==> images/layer_met2.png <==
Cells faint in the background.
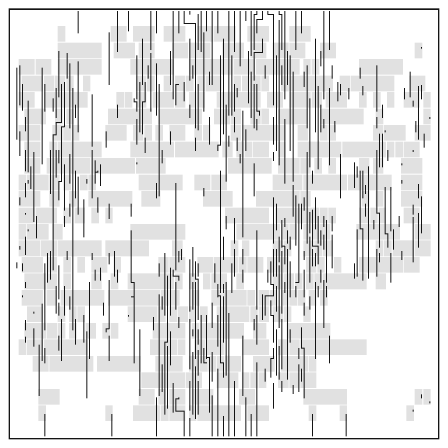
==> images/sizes.png <==
The bar under the picture is 20 µm long.
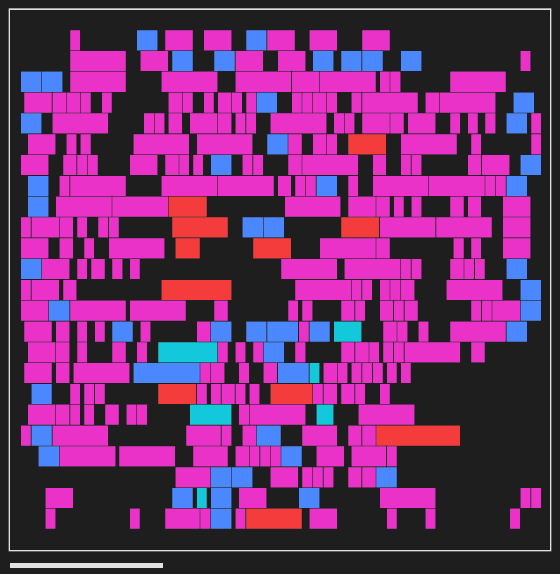
==> images/layer_met1.png <==
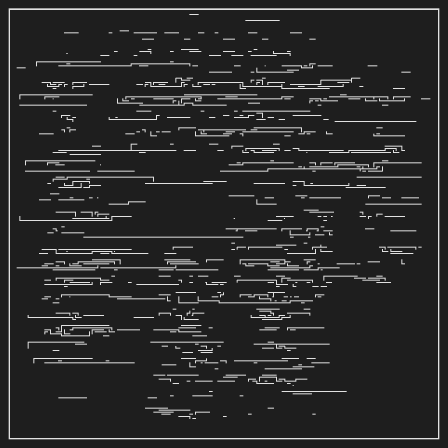
[src/rtl/axis_diff_ctrl_if.sv]
// Stream bundle around the differentiator controller: the differentiator's
// output stream (in_*) and the downstream AXI-Stream master (out_*).
interface axis_diff_ctrl_if #(
    parameter int AXIS_TDATA_WIDTH = 32
);
    logic                        in_tvalid;
    logic [AXIS_TDATA_WIDTH-1:0] in_tdata;
    logic                        out_tvalid;
    logic [AXIS_TDATA_WIDTH-1:0] out_tdata;
    logic                        out_tready;

    modport slave (
        input  in_tvalid,
        input  in_tdata,
        output out_tvalid,
        output out_tdata,
        input  out_tready
    );

    modport master (
        output in_tvalid,
        output in_tdata,
        input  out_tvalid,
        input  out_tdata,
        output out_tready
    );
endinterface

[src/rtl/axis_diff_ctrl.sv]
// Sequencer for a streaming differentiator: clears its history, discards the fill
// beats, then forwards through a one-entry output register. The drop counter is
// built only when AXIS_DIFF_CTRL_DROP_CNT_EN is defined.
//
// state  | meaning
// BYPASS | differentiator idle, input beats forwarded
// CLEAR  | one cycle with diff_aresetn low, beats discarded
// FILL   | differentiator running, FILL_BEATS beats discarded
// RUN    | differentiator output trusted, beats forwarded
module axis_diff_ctrl #(
    parameter int AXIS_TDATA_WIDTH = 32,
    parameter int FILL_BEATS       = 6
) (
    input  logic                 aclk,
    input  logic                 areset,
    input  logic                 enable_req,
    output logic                 diff_enable,
    output logic                 diff_aresetn,
    output logic [1:0]           state,
    output logic [15:0]          drop_count,
    axis_diff_ctrl_if.slave      bus
);
    typedef enum logic [1:0] {
        BYPASS = 2'd0,
        CLEAR  = 2'd1,
        FILL   = 2'd2,
        RUN    = 2'd3
    } state_e;

    localparam logic [7:0] FILL_LAST = 8'(FILL_BEATS - 1);

    state_e                      state_q, state_d;
    logic [7:0]                  fill_cnt_q, fill_cnt_d;
    logic                        forward;
    logic                        accept;
    logic                        out_valid_q, out_valid_d;
    logic [AXIS_TDATA_WIDTH-1:0] out_data_q, out_data_d;

    always_ff @(posedge aclk) begin
        if (areset) begin
            state_q    <= BYPASS;
            fill_cnt_q <= '0;
        end else begin
            state_q    <= state_d;
            fill_cnt_q <= fill_cnt_d;
        end
    end

    // A dropped enable_req wins over every other transition.
    always_comb begin
        state_d    = state_q;
        fill_cnt_d = '0;
        case (state_q)
            BYPASS: if (enable_req) state_d = CLEAR;
            CLEAR:  state_d = enable_req ? FILL : BYPASS;
            FILL: begin
                if (bus.in_tvalid) fill_cnt_d = fill_cnt_q + 8'd1;
                else               fill_cnt_d = fill_cnt_q;
                if (!enable_req)
                    state_d = BYPASS;
                else if (bus.in_tvalid && fill_cnt_q == FILL_LAST)
                    state_d = RUN;
            end
            RUN:    if (!enable_req) state_d = BYPASS;
            default: state_d = BYPASS;
        endcase
    end

    always_comb begin
        diff_enable  = 1'b0;
        diff_aresetn = 1'b1;
        forward      = 1'b0;
        case (state_q)
            BYPASS: forward = bus.in_tvalid;
            CLEAR:  diff_aresetn = 1'b0;
            FILL:   diff_enable = 1'b1;
            RUN: begin
                diff_enable = 1'b1;
                forward     = bus.in_tvalid;
            end
            default: ;
        endcase
    end

    assign accept = !out_valid_q || bus.out_tready;

    always_comb begin
        out_valid_d = out_valid_q;
        out_data_d  = out_data_q;
        if (forward && accept) begin
            out_valid_d = 1'b1;
            out_data_d  = bus.in_tdata;
        end else if (bus.out_tready) begin
            out_valid_d = 1'b0;
        end
    end

    always_ff @(posedge aclk) begin
        if (areset) begin
            out_valid_q <= 1'b0;
            out_data_q  <= '0;
        end else begin
            out_valid_q <= out_valid_d;
            out_data_q  <= out_data_d;
        end
    end

`ifdef AXIS_DIFF_CTRL_DROP_CNT_EN
    logic [15:0] drop_cnt_q, drop_cnt_d;

    always_comb begin
        drop_cnt_d = drop_cnt_q;
        if (forward && !accept && drop_cnt_q != 16'hFFFF)
            drop_cnt_d = drop_cnt_q + 16'd1;
    end

    always_ff @(posedge aclk) begin
        if (areset) drop_cnt_q <= '0;
        else        drop_cnt_q <= drop_cnt_d;
    end

    assign drop_count = drop_cnt_q;
`else
    assign drop_count = '0;
`endif

    assign state          = state_q;
    assign bus.out_tvalid = out_valid_q;
    assign bus.out_tdata  = out_data_q;
endmodule

[src/flat_wrapper.sv]
// flat-port wrapper written by rule: the top's interface ports become plain ports
module axis_diff_ctrl_flat 
#(
    parameter int AXIS_TDATA_WIDTH = 32,
    parameter int FILL_BEATS       = 6
)
  (aclk, areset, enable_req, diff_enable, diff_aresetn, state, drop_count, bus_in_tvalid, bus_in_tdata, bus_out_tvalid, bus_out_tdata, bus_out_tready);
  axis_diff_ctrl_if #(.AXIS_TDATA_WIDTH(AXIS_TDATA_WIDTH)) bus_i ();
  input  logic aclk;
  input  logic areset;
  input  logic enable_req;
  output logic diff_enable;
  output logic diff_aresetn;
  output logic [1:0] state;
  output logic [15:0] drop_count;
  input wire logic [$bits(bus_i.in_tvalid)-1:0] bus_in_tvalid;
  input wire logic [$bits(bus_i.in_tdata)-1:0] bus_in_tdata;
  output wire logic [$bits(bus_i.out_tvalid)-1:0] bus_out_tvalid;
  output wire logic [$bits(bus_i.out_tdata)-1:0] bus_out_tdata;
  input wire logic [$bits(bus_i.out_tready)-1:0] bus_out_tready;
  assign bus_i.in_tvalid = bus_in_tvalid;
  assign bus_i.in_tdata = bus_in_tdata;
  assign bus_out_tvalid = bus_i.out_tvalid;
  assign bus_out_tdata = bus_i.out_tdata;
  assign bus_i.out_tready = bus_out_tready;
  axis_diff_ctrl #(.AXIS_TDATA_WIDTH(AXIS_TDATA_WIDTH), .FILL_BEATS(FILL_BEATS)) u_core (.aclk(aclk), .areset(areset), .enable_req(enable_req), .diff_enable(diff_enable), .diff_aresetn(diff_aresetn), .state(state), .drop_count(drop_count), .bus(bus_i));
endmodule
[config.mk]
export PLATFORM = sky130hd
export DESIGN_NAME = axis_diff_ctrl_flat
export DESIGN_NICKNAME = d
export VERILOG_FILES = /design/src/rtl/axis_diff_ctrl_if.sv /design/src/rtl/axis_diff_ctrl.sv /design/src/flat_wrapper.sv
export SDC_FILE = /design/constraint.sdc
export NUM_CORES = 1
export LEC_CHECK = 0
export ABC_AREA = 1
export CORE_UTILIZATION = 40
export DETAILED_ROUTE_END_ITERATION = 10
export MAX_ROUTING_LAYER = met4
export PLACE_DENSITY = 0.88
export SKIP_LAST_GASP = 1
export SYNTH_ARGS = -nofsm -noshare
export SYNTH_HDL_FRONTEND = slang
export SYNTH_SLANG_ARGS = --single-unit
export TNS_END_PERCENT = 5
[constraint.sdc]
create_clock -name aclk -period 1.75 [get_ports aclk]
set_clock_uncertainty 0.2 [all_clocks]
set_input_delay 0.2625 -clock aclk [delete_from_list [all_inputs] [get_ports aclk]]
set_output_delay 0.2625 -clock aclk [all_outputs]
set_load 0.05 [all_outputs]
==> flow_summary_export.csv <==
group,metric,value,unit
final_timing,grt_setup_unrepaired,"yes",
layout,inverters,19,
drt,wl_per_cell,10.5,µm
clocking,cts_num_sinks,43,
clocking,cts_inserted_buffers,5,
layout,clockNetworkAreaShare,4.72,%
clocking,clk_pin_slew,0.07,ns
synthesis,xor_share,0,%
synthesis,synth.distinct_cells,22,
final_timing,fmax,580,MHz
status,violations,"DRC",
drt,dr_wl_met3,225,µm
die,rows,24,
synthesis,top_cells_by_area,"dfxtp_1, nor2_1, o21ai_0, buf_4, ha_1",
global_route,grt.total_usage,17.5,%
setup_path,startpoint_type,"flop",
synthesis,post-synth-top-count-cell,"nor2_1",
die,nWellTaps,52,
status,status,"complete, but fails checks",
drt,drc,11,
final_timing,finalHoldViolations,0,
layout,drive_gt1_share,20.1,%
global_route,grt_pass1_wl,6.77,mm
-- layer_met2.png (at the start) --
longest straight run: 39.8 µm
main direction: vertical
wire length on this layer: 2140 µm
nets with wire on the layer: 285

-- sizes.png (at the start) --
| colour | size | cells | most used |
|---|---|---|---|
| magenta | _0 and _1 cells | 263 | nor2_1 |
| red | _6 and larger | 11 | clkbuf_8 |
| blue | _3 and _4 cells | 49 | buf_4 |
| cyan | _2 cells | 6 | inv_2 |

-- layer_met1.png (at the start) --
main direction: horizontal
share of all routed wire: 40%
wire length on this layer: 1600 µm
longest straight run: 26.2 µm
nets with wire on the layer: 302

